## config.mk

```make
export PLATFORM = sky130hd
export DESIGN_NAME = ksa
export DESIGN_NICKNAME = d
export VERILOG_FILES = /design/src/rtl/arc4_pkg.sv /design/src/rtl/ksa_key_sel.sv /design/src/rtl/ksa.sv
export SDC_FILE = /design/constraint.sdc
export NUM_CORES = 1
export LEC_CHECK = 0
export CORE_ASPECT_RATIO = 0.7
export CORE_UTILIZATION = 35
export CTS_CLUSTER_SIZE = 8
export DETAILED_ROUTE_END_ITERATION = 8
export PLACE_DENSITY_LB_ADDON = 0.08
export SLEW_MARGIN = 10
export SYNTH_ARGS = -nofsm -noshare
export SYNTH_HDL_FRONTEND = slang
export SYNTH_SLANG_ARGS = --single-unit
```

## constraint.sdc

```tcl
create_clock -name clk -period 8 [get_ports clk]
set_clock_uncertainty 0.2 [all_clocks]
set_input_delay 1.2 -clock clk [delete_from_list [all_inputs] [get_ports clk]]
set_output_delay 1.2 -clock clk [all_outputs]
set_load 0.005 [all_outputs]
```

## src/rtl/arc4_pkg.sv

```systemverilog
// Types and constants shared by the ARC4 init, key-scheduling and PRGA stages.
package arc4_pkg;

  localparam int SBOX_N  = 256;
  localparam int SBOX_AW = 8;
  localparam int BYTE_W  = 8;

  typedef enum logic [2:0] {
    IDLE,
    RDI,
    WTI,
    RDJ,
    WTJ,
    WRI,
    WRJ
  } ksa_state_t;

endpackage

```

## src/rtl/ksa_key_sel.sv

```systemverilog
// Key register and mod-KEY_BYTES byte index for the key-scheduling stage.
// The index wraps by compare, so no divider is needed.
module ksa_key_sel
  import arc4_pkg::*;
#(
  parameter int KEY_BYTES = 3
) (
  input  logic                        clk,
  input  logic                        rst_n,
  input  logic                        load,
  input  logic                        adv,
  input  logic [BYTE_W*KEY_BYTES-1:0] key,
  output logic [BYTE_W-1:0]           kb
);

  localparam int IW = (KEY_BYTES > 1) ? $clog2(KEY_BYTES) : 1;

  logic [IW-1:0]               idx;
  logic [BYTE_W*KEY_BYTES-1:0] key_q;

  // NOTE: sequential state uses non-blocking assignments so every register
  // samples the pre-edge values of the others.
  always_ff @(posedge clk) begin
    if (!rst_n) begin
      idx   <= '0;
      key_q <= '0;
    end else if (load) begin
      idx   <= '0;
      key_q <= key;
    end else if (adv) begin
      idx <= (idx == IW'(KEY_BYTES - 1)) ? '0 : idx + IW'(1);
    end
  end

  // Byte 0 is the most significant byte of the key.
  always_comb begin
    kb = '0;
    for (int b = 0; b < KEY_BYTES; b++) begin
      if (idx == IW'(b)) kb = key_q[BYTE_W*(KEY_BYTES-1-b) +: BYTE_W];
    end
  end

endmodule

```

## src/rtl/ksa.sv

```systemverilog
// RC4 key-scheduling stage: permutes the S-RAM left as S[i]=i by init.
// Build option KSA_SKIP_SELF_SWAP_EN: skip the read/write-back when j==i.
module ksa
  import arc4_pkg::*;
#(
  parameter int KEY_BYTES = 3
) (
  input  logic                        clk,
  input  logic                        rst_n,
  input  logic                        en,
  output logic                        rdy,
  input  logic [BYTE_W*KEY_BYTES-1:0] key,
  output logic [SBOX_AW-1:0]          addr,
  input  logic [BYTE_W-1:0]           rddata,
  output logic [BYTE_W-1:0]           wrdata,
  output logic                        wren
);

  ksa_state_t          state, state_nxt;
  logic [SBOX_AW-1:0]  i, j, j_new, addr_nxt;
  logic [BYTE_W-1:0]   si, kb, wrdata_nxt;
  logic                wren_nxt, start, step, last;

  ksa_key_sel #(.KEY_BYTES(KEY_BYTES)) u_key_sel (
    .clk   (clk),
    .rst_n (rst_n),
    .load  (start),
    .adv   (step),
    .key   (key),
    .kb    (kb)
  );

  assign rdy  = (state == IDLE);
  assign last = (i == SBOX_AW'(SBOX_N - 1));

  // Memory-facing outputs are registered: each is loaded on the transition
  // into the state that presents it, so it is stable for that whole cycle.
  // NOTE: every combinational output gets a default first, so no path leaves
  // a variable unassigned and no latch is inferred.
  always_comb begin
    state_nxt  = state;
    addr_nxt   = addr;
    wrdata_nxt = wrdata;
    wren_nxt   = 1'b0;
    start      = 1'b0;
    step       = 1'b0;
    j_new      = j + rddata + kb;
    case (state)
      IDLE: begin
        if (en) begin
          start     = 1'b1;
          state_nxt = RDI;
          addr_nxt  = '0;
        end
      end
      RDI: state_nxt = WTI;
      WTI: begin
        state_nxt = RDJ;
        addr_nxt  = j_new;
      end
      RDJ: begin
        state_nxt = WTJ;
`ifdef KSA_SKIP_SELF_SWAP_EN
        if (j == i) begin
          step      = 1'b1;
          state_nxt = last ? IDLE : RDI;
          if (!last) addr_nxt = i + 8'd1;
        end
`endif
      end
      // The wrdata register doubles as sj: S[j] goes straight into it.
      WTJ: begin
        state_nxt  = WRI;
        addr_nxt   = i;
        wrdata_nxt = rddata;
        wren_nxt   = 1'b1;
      end
      WRI: begin
        state_nxt  = WRJ;
        addr_nxt   = j;
        wrdata_nxt = si;
        wren_nxt   = 1'b1;
      end
      WRJ: begin
        step      = 1'b1;
        state_nxt = last ? IDLE : RDI;
        if (!last) addr_nxt = i + 8'd1;
      end
      default: state_nxt = IDLE;
    endcase
  end

  always_ff @(posedge clk) begin
    if (!rst_n) begin
      state  <= IDLE;
      i      <= '0;
      j      <= '0;
      si     <= '0;
      addr   <= '0;
      wrdata <= '0;
      wren   <= 1'b0;
    end else begin
      state  <= state_nxt;
      addr   <= addr_nxt;
      wrdata <= wrdata_nxt;
      wren   <= wren_nxt;
      if (start) begin
        i <= '0;
        j <= '0;
      end
      if (state == WTI) begin
        si <= rddata;
        j  <= j_new;
      end
      // i wraps 255 -> 0 on the final step, leaving it cleared in IDLE.
      if (step) i <= i + 8'd1;
    end
  end

endmodule

```

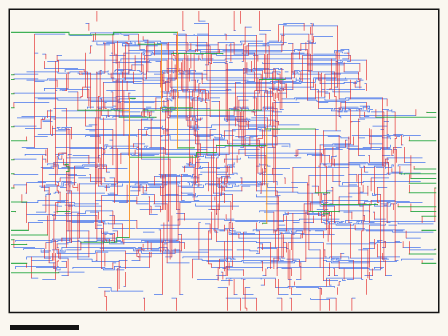
**Above:** wiring by layer.
Bar = 20 µm.
metal 3 -> green  # wire length 418 µm
metal 4 -> orange  # wire length 121 µm
metal 2 -> red  # wire length 3720 µm
metal 1 -> blue  # wire length 5240 µm
WL per Instance: 15.6 µm
GRT Util Overall: 19.0%
drt total wl: 9510 µm
vias: 3118

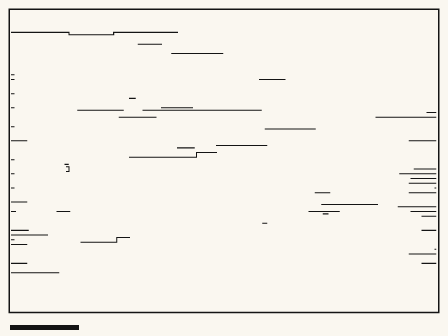
**Above:** metal 3.
Bar = 20 µm.
nets with wire on the layer = 46
main direction = horizontal
met3 Use GR: 4.84%

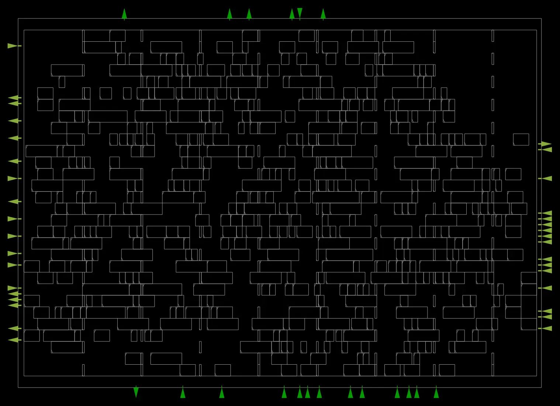
**Above:** placement view.
Final Util: 45.5%
# Taps: 128

==> Changelog: implementation <==
## Implementation

- Unique cell types: 49
- Area leader share: 38.8%
- Critical Path AT: 3.71 ns
- Outcome: completed
- Mapped Cells: 445
- Comb group: 168 µW
- Hold Crit Class: register to register
- Commonest Layout Cell: nand2_1
- Seq cells: 70
- CTS root buf: clkbuf_16
- Gate Area: 0.00201 mm²
- WP buf/inv: 2
- Hold buffer count at CTS: 0
- # fillers: 991
- Initial antenna violation count: 0
- Worst R2R End: addr[5]$_SDFFE_PN0P_
- Grt total ovfl: 0
- Reg-to-reg critical path startpoint: u_key_sel.idx[0]$_SDFFE_PP0P_
- Commonest cells in the netlist: 96 x nand2_1, 70 x dfxtp_1, 61 x a21oi_1
- Die height: 87.0 µm
- PostCTS Resize Cnt: 0
- Setup crit end: addr[5]$_SDFFE_PN0P_
- Crit path cell chain: clkdlybuf4s50_1 > fa_1 > ha_1 > inv_1 > fa_1 > nor2b_1 > o21a_1 > nor3_1 > nand3b_1 > a311oi_1
- Vias in the first global route: 2932
- Max-Cap Viols: 0
- Inverters: 7
- Met1 track demand over resource: 28.1%
- Unrepaired setup endpoints after global routing: no
## stage by stage
stage	power, mW	std cells	util, %	setup WS, ns
CTS	1.02	608	45.5	4.34
finish	1.01	608	45.5	4.33
global placement	0.560	593	42.1	4.06
global route	1.05	608	45.5	4.12
detailed placement	0.561	593	42.1	4.02
floorplan	0.500	445	-	4.70
## logic make-up after synthesis
kind of cell	synth area share, %
XOR/XNOR	2.42
adder cells (fa/ha/maj)	6.85
AND/OR/NAND/NOR	21.5
buffers and inverters	5.54
flip-flops	38.8
multiplexers	6.75
AND-OR/OR-AND	18.2
## flip-flops by register name (all words and copies together), names as in the netlist
register,count
si,8
i,8
state,3
u_key_sel.idx,2
wren,1
u_key_sel.key_q,24
addr,8
j,8
wrdata,8
Power figures rest on the tool's default switching activity, not on a simulated workload.
